**Metal 1**

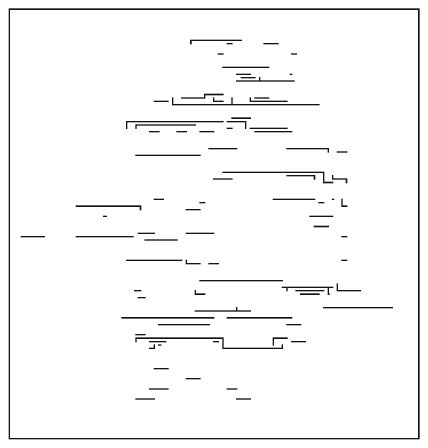
**Cell placement**

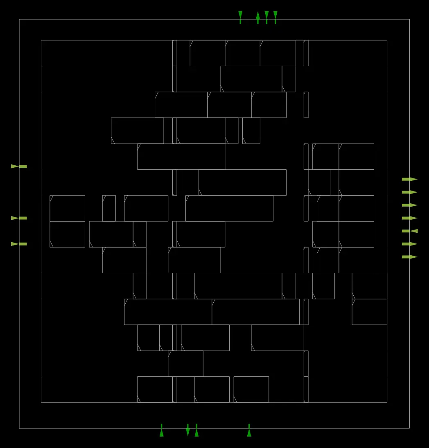
**Gate-type map**

The bar under the picture is 10 µm long.
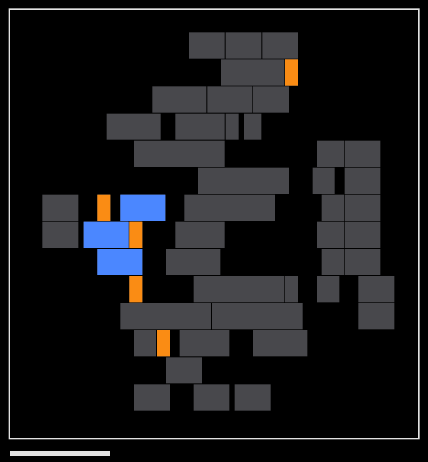
## src/rtl/hbb_stream_pkg.sv

```systemverilog
// rtl/hbb_stream_pkg.sv - shared stream helpers: popcount, one-hot check, default-port index
package hbb_stream_pkg;

  // Widest select vector the helper functions accept; callers zero-extend into it.
  localparam int MAX_PORTS = 32;

  function automatic int unsigned popcount(input logic [MAX_PORTS-1:0] v);
    int unsigned cnt;
    cnt = 0;
    for (int i = 0; i < MAX_PORTS; i++) begin
      cnt += 32'(v[i]);
    end
    return cnt;
  endfunction

  function automatic logic is_onehot(input logic [MAX_PORTS-1:0] v);
    return popcount(v) == 32'd1;
  endfunction

  // The default sink sits just above the selectable ports in the dest vector.
  function automatic int dflt_idx(input int outputs);
    return outputs;
  endfunction

endpackage

```

## src/rtl/onehot_classify.sv

```systemverilog
// rtl/onehot_classify.sv - classifies a select vector as zero, one-hot or multi-hot
// Ports:
//   sel         in  N : select vector
//   sel_zero    out 1 : no bit set
//   sel_onehot  out 1 : exactly one bit set
//   sel_multi   out 1 : two or more bits set
module onehot_classify
  import hbb_stream_pkg::*;
#(
  parameter int N = 2
) (
  input  logic [N-1:0] sel,
  output logic         sel_zero,
  output logic         sel_onehot,
  output logic         sel_multi
);

  logic [MAX_PORTS-1:0] sel_ext;

  always_comb begin
    sel_ext        = '0;
    sel_ext[N-1:0] = sel;
  end

  always_comb begin
    sel_zero   = (sel == '0);
    sel_onehot = is_onehot(sel_ext);
    sel_multi  = !sel_zero && !sel_onehot;
  end

endmodule

```

## src/rtl/demux1hot_stream_with_default.sv

```systemverilog
// rtl/demux1hot_stream_with_default.sv - registered one-hot stream demux with default sink
// Ports:
//   clk, rst_n            : clock, asynchronous active-low reset
//   in_valid/ready/data   : input stream; in_sel is the one-hot destination
//   out_valid/ready/data  : OUTPUTS destination ports, lane i = out_data[WIDTH*i +: WIDTH]
//   dflt_valid/ready/data : default sink for zero or multi-hot selects
//   err, err_clr          : sticky multi-hot flag and its synchronous clear
module demux1hot_stream_with_default
  import hbb_stream_pkg::*;
#(
  parameter int OUTPUTS = 2,
  parameter int WIDTH   = 1
) (
  input  logic                       clk,
  input  logic                       rst_n,
  input  logic                       in_valid,
  output logic                       in_ready,
  input  logic [WIDTH-1:0]           in_data,
  input  logic [OUTPUTS-1:0]         in_sel,
  output logic [OUTPUTS-1:0]         out_valid,
  input  logic [OUTPUTS-1:0]         out_ready,
  output logic [WIDTH*OUTPUTS-1:0]   out_data,
  output logic                       dflt_valid,
  input  logic                       dflt_ready,
  output logic [WIDTH-1:0]           dflt_data,
  output logic                       err,
  input  logic                       err_clr
);

  localparam int DFLT_IDX = dflt_idx(OUTPUTS);

  logic               full_q;
  logic [OUTPUTS:0]   dest_q;
  logic [OUTPUTS:0]   dest_d;
  logic [WIDTH-1:0]   data_q;
  logic               err_q;
  logic               sel_zero;
  logic               sel_onehot;
  logic               sel_multi;
  logic               drain;
  logic               accept;

  onehot_classify #(
    .N (OUTPUTS)
  ) u_classify (
    .sel        (in_sel),
    .sel_zero   (sel_zero),
    .sel_onehot (sel_onehot),
    .sel_multi  (sel_multi)
  );

  always_comb begin
    dest_d                = '0;
    dest_d[OUTPUTS-1:0]   = sel_onehot ? in_sel : '0;
    dest_d[DFLT_IDX]      = sel_zero | sel_multi;
  end

  // Only the held beat's own destination can drain it; other readies are ignored.
  assign drain    = full_q && |(dest_q & {dflt_ready, out_ready});
  assign in_ready = !full_q || drain;
  assign accept   = in_valid && in_ready;

  always_ff @(posedge clk or negedge rst_n) begin
    if (!rst_n) begin
      full_q <= 1'b0;
      dest_q <= '0;
      data_q <= '0;
    end else if (accept) begin
      full_q <= 1'b1;
      dest_q <= dest_d;
      data_q <= in_data;
    end else if (drain) begin
      full_q <= 1'b0;
    end
  end

  // Setting has priority so a multi-hot beat is never lost to a coincident clear.
  always_ff @(posedge clk or negedge rst_n) begin
    if (!rst_n) begin
      err_q <= 1'b0;
    end else if (accept && sel_multi) begin
      err_q <= 1'b1;
    end else if (err_clr) begin
      err_q <= 1'b0;
    end
  end

  assign err = err_q;

  always_comb begin
    out_valid = '0;
    out_data  = '0;
    for (int i = 0; i < OUTPUTS; i++) begin
      out_valid[i]               = full_q && dest_q[i];
      out_data[WIDTH*i +: WIDTH] = {WIDTH{full_q && dest_q[i]}} & data_q;
    end
    dflt_valid = full_q && dest_q[DFLT_IDX];
    dflt_data  = {WIDTH{full_q && dest_q[DFLT_IDX]}} & data_q;
  end

endmodule

```

## config.mk

```make
export PLATFORM = sky130hd
export DESIGN_NAME = demux1hot_stream_with_default
export DESIGN_NICKNAME = d
export VERILOG_FILES = /design/src/rtl/hbb_stream_pkg.sv /design/src/rtl/onehot_classify.sv /design/src/rtl/demux1hot_stream_with_default.sv
export SDC_FILE = /design/constraint.sdc
export NUM_CORES = 1
export LEC_CHECK = 0
export ABC_CLOCK_PERIOD_IN_PS = 2900
export CAP_MARGIN = 25
export CORE_AREA = 2 2 39 41
export CTS_BUF_LIST = sky130_fd_sc_hd__clkbuf_8
export DETAILED_ROUTE_END_ITERATION = 16
export DIE_AREA = 0 0 41 43
export PLACE_DENSITY_LB_ADDON = 0.3
export SYNTH_ARGS = -nofsm -noshare
export SYNTH_HDL_FRONTEND = slang
export SYNTH_SLANG_ARGS = --single-unit
```

## constraint.sdc

```tcl
create_clock -name clk -period 2.9 [get_ports clk]
set_clock_uncertainty 0.15 [all_clocks]
set_input_delay 0.58 -clock clk [delete_from_list [all_inputs] [get_ports clk]]
set_output_delay 0.58 -clock clk [all_outputs]
set_load 0.01 [all_outputs]
```

==> run summary <==
Physical implementation

For this run, the detailed router reports a per-instance via density of 4.26. The layout report lists the multi-input gate area as 186 µm². The detailed placer reported the number of placed instances as 63.

The residual DRC count is 0. The core region area is 1380 µm². The area growth from synthesis to final layout is 65.1%. The DRC marker count from the first detailed-route iteration is 1. The number of enable flip-flop cells is 0. The cell count after synthesis came out at 30. Yosys attributes the largest share of cell area to sky130_fd_sc_hd__dfrtp_1 42%, sky130_fd_sc_hd__mux2_4 17%, sky130_fd_sc_hd__ha_1 11%, sky130_fd_sc_hd__inv_1 5.3%, sky130_fd_sc_hd__a31o_4 4.9%. The sink count of the clock tree is 6. For this run, the leading register cell type out of synthesis is sky130_fd_sc_hd__dfrtp_1. The capture point of the worst register-to-register path is recorded as data_q. The launch point of the critical path was reported as out_ready[1]. The overall power of the completed layout is 481 µW. Per the repair_timing log after CTS, setup buffers inserted total 0.

The kind of start point of the critical path is a primary input. Synthesis instantiated 13 different standard cells from the library. The total power per unit cell area is roughly 820 nW/µm².

Along the worst path, the maximum fanout reaches 2. A synthesized cell averages 11.8 µm². For the worst flop-to-flop path, the logic depth is 3. The final critical path time including I/O delays and setup is 2.57 ns. In this run the remaining antenna-violating nets after routing total 0. The post-synthesis instance area is 355 µm². The timing-limited maximum frequency is 0.390 GHz. On the reported timing paths, the clock transition at the registers reads 0.03 ns. Clock tree synthesis selected as its root buffer the cell sky130_fd_sc_hd__clkbuf_8. Hold is met by 0.379 ns. The async set-reset flop share out of synthesis is 1.00. Buffers inserted during clock tree synthesis total 3. The data required time at the worst endpoint is between 2 and 2.5 ns.

The average wire length per cell after detail routing is 9.36 µm. The startpoint of the lowest-slack register-to-register path is dest_q[1]. CTS reports a maximum clock tree buffer depth of 2. The layout report lists the combined flip-flop and latch area as 150 µm². At the pin with the least slew margin, the transition time is approximately 0.26 ns. The logs give a warning total of 28.

By startpoint and endpoint, the worst setup path is classified as in -> out. Setup repair after global routing left no endpoint under its margin. The leakage power is 0.279 nW. Across every metal layer, demand over resource in global routing totals 0.0910. TritonCTS built the clock tree.

Ranked by instance count, the synthesized netlist is headed by 6 x sky130_fd_sc_hd__dfrtp_1, 5 x sky130_fd_sc_hd__inv_1, 4 x sky130_fd_sc_hd__mux2_4, 3 x sky130_fd_sc_hd__ha_1. The area reported by Yosys stat is 355 µm². The flow ran to the end, and the final reports show no timing, DRC or antenna violations. The global route stage reports its total congestion overflow as 0. The most common logic cells in the final layout are 17 x sky130_fd_sc_hd__clkdlybuf4s50_1, 6 x sky130_fd_sc_hd__dfrtp_1, 5 x sky130_fd_sc_hd__inv_1. 18 I/O pins were placed.

For this run, the detailed router's first-pass iteration total came to 3. Input and output buffers added on the ports amount to 17. Setup total negative slack on the finished layout was measured at 0 ns. The first global-routing pass estimated 1040 µm of wire. The number of maximum-capacitance violations is 0. The number of diodes added for antenna fixing is 0. The half-perimeter wire length after placement is 545 µm. The setup check on the worst reg-to-reg path leaves a slack of 1.47 ns. The largest vdd supply drop is 266 µV. Of the synthesized area, sequential elements account for 0.423.

The number of rows created at floorplan is 14. The most frequent cell after synthesis is sky130_fd_sc_hd__dfrtp_1. The area of the chip is 1760 µm².

The final layout contains 65 nets. STA classifies the critical path endpoint as a primary output. The yosys synthesis warning count is 0. The weighted congestion reported at the end of routability-driven placement is 0.643. The initial antenna violation count is 0. The class of the worst hold path is reg -> reg. In this run, post-CTS repair resized a total of 0 instances. The height of the die is 43 µm. The final timing report lists a max-slew violation count of 0. In this run, synthesis produced a sequential element count of 6. The later pin in the worst-skew pair is clocked with a latency of roughly 0.22 ns.

The number of global-route vias before repair is 262. The die is 41 µm wide. Once layout is complete, the utilization of the core stands at 0.424. The post-route clock period utilization is 0.885.

The ratio of cells with drive above 1 in the final layout is 0.220. The end point of the critical path is in_ready. The final timing report lists a hold violation count of 0.
About 'metal 1':
49 nets have wire on it. The layer holds 41% of the routed length. The layer carries 252 µm of wire.
number of vias after detailed routing: 281
wire length after detailed routing: 618 µm
global-route track usage on met1: 0.105

About 'cell placement':
number of inserted filler cells in the final layout: 142
tap cells: 16
sequential cell count of the final layout: 6
post-route insts no fill: 66
sequential cell area share: 0.256

About 'gate-type map':
Key: blue = fa/ha/maj cells [cells 3, most used ha_1]; orange = inv cells [cells 5, most used inv_1]
combinational share of cell area: 0.318
Top cell excl fill/tap: sky130_fd_sc_hd__clkdlybuf4s50_1

-- worst max-delay path, stage by stage --
cell,delay (ns)
sky130_fd_sc_hd__clkdlybuf4s50_1,0.41
sky130_fd_sc_hd__a22oi_2,0.22
sky130_fd_sc_hd__nand3_1,0.13
sky130_fd_sc_hd__clkdlybuf4s50_1,0.49
-- state kept, by name (all words and copies together), names as in the netlist --
signal / flops
err: 1
dest_q: 3
data_q: 1
full_q: 1
-- routing by layer --
layer	up-vias	track usage	routed length (µm)
met5	-	0	0
met4	0	0.0800	7
met3	2	0.0314	42
met2	10	0.125	316
met1	127	0.105	251
li1	142	-	-
-- kinds of logic after synthesis --
kind of cell | synth area share
compound gates | 0.102
fa+ha+maj | 0.106
mux | 0.169
buf+inv | 0.0528
simple gates | 0.148
flops | 0.423
-- how the worst min path moves through the flow --
stage	startpoint	to
after floorplan	rst_n	data_q
after global placement	err	err
after detailed placement	err	err
after CTS	err	err
after global routing	err	err
final	err	err
-- per-stage QoR --
stage | area [µm²] | worst slack [ns]
6_report | 587 | 0.333
5_1_grt | 587 | 0.273
4_1_cts | 587 | 0.332
3_5_place_dp | 546 | 0.334
3_3_place_gp | 546 | 0.354
2_1_floorplan | 355 | 1.23
-- layout make-up --
| type | instances | share of cell area |
|---|---|---|
| multi-input cells | 19 | 0.318 |
| repair buffers | 17 | 0.290 |
| flip-flops and latches | 6 | 0.256 |
| clock buffers | 3 | 0.0704 |
| well taps | 16 | 0.0341 |
| inverters | 5 | 0.0320 |
-- power by group --
part / switching [mW] / internal (mW)
registers: 0.0323 / 0.115
clock network: 0.0304 / 0.0887
logic: 0.0701 / 0.144
Power figures rest on the tool's default switching activity, not on a simulated workload.
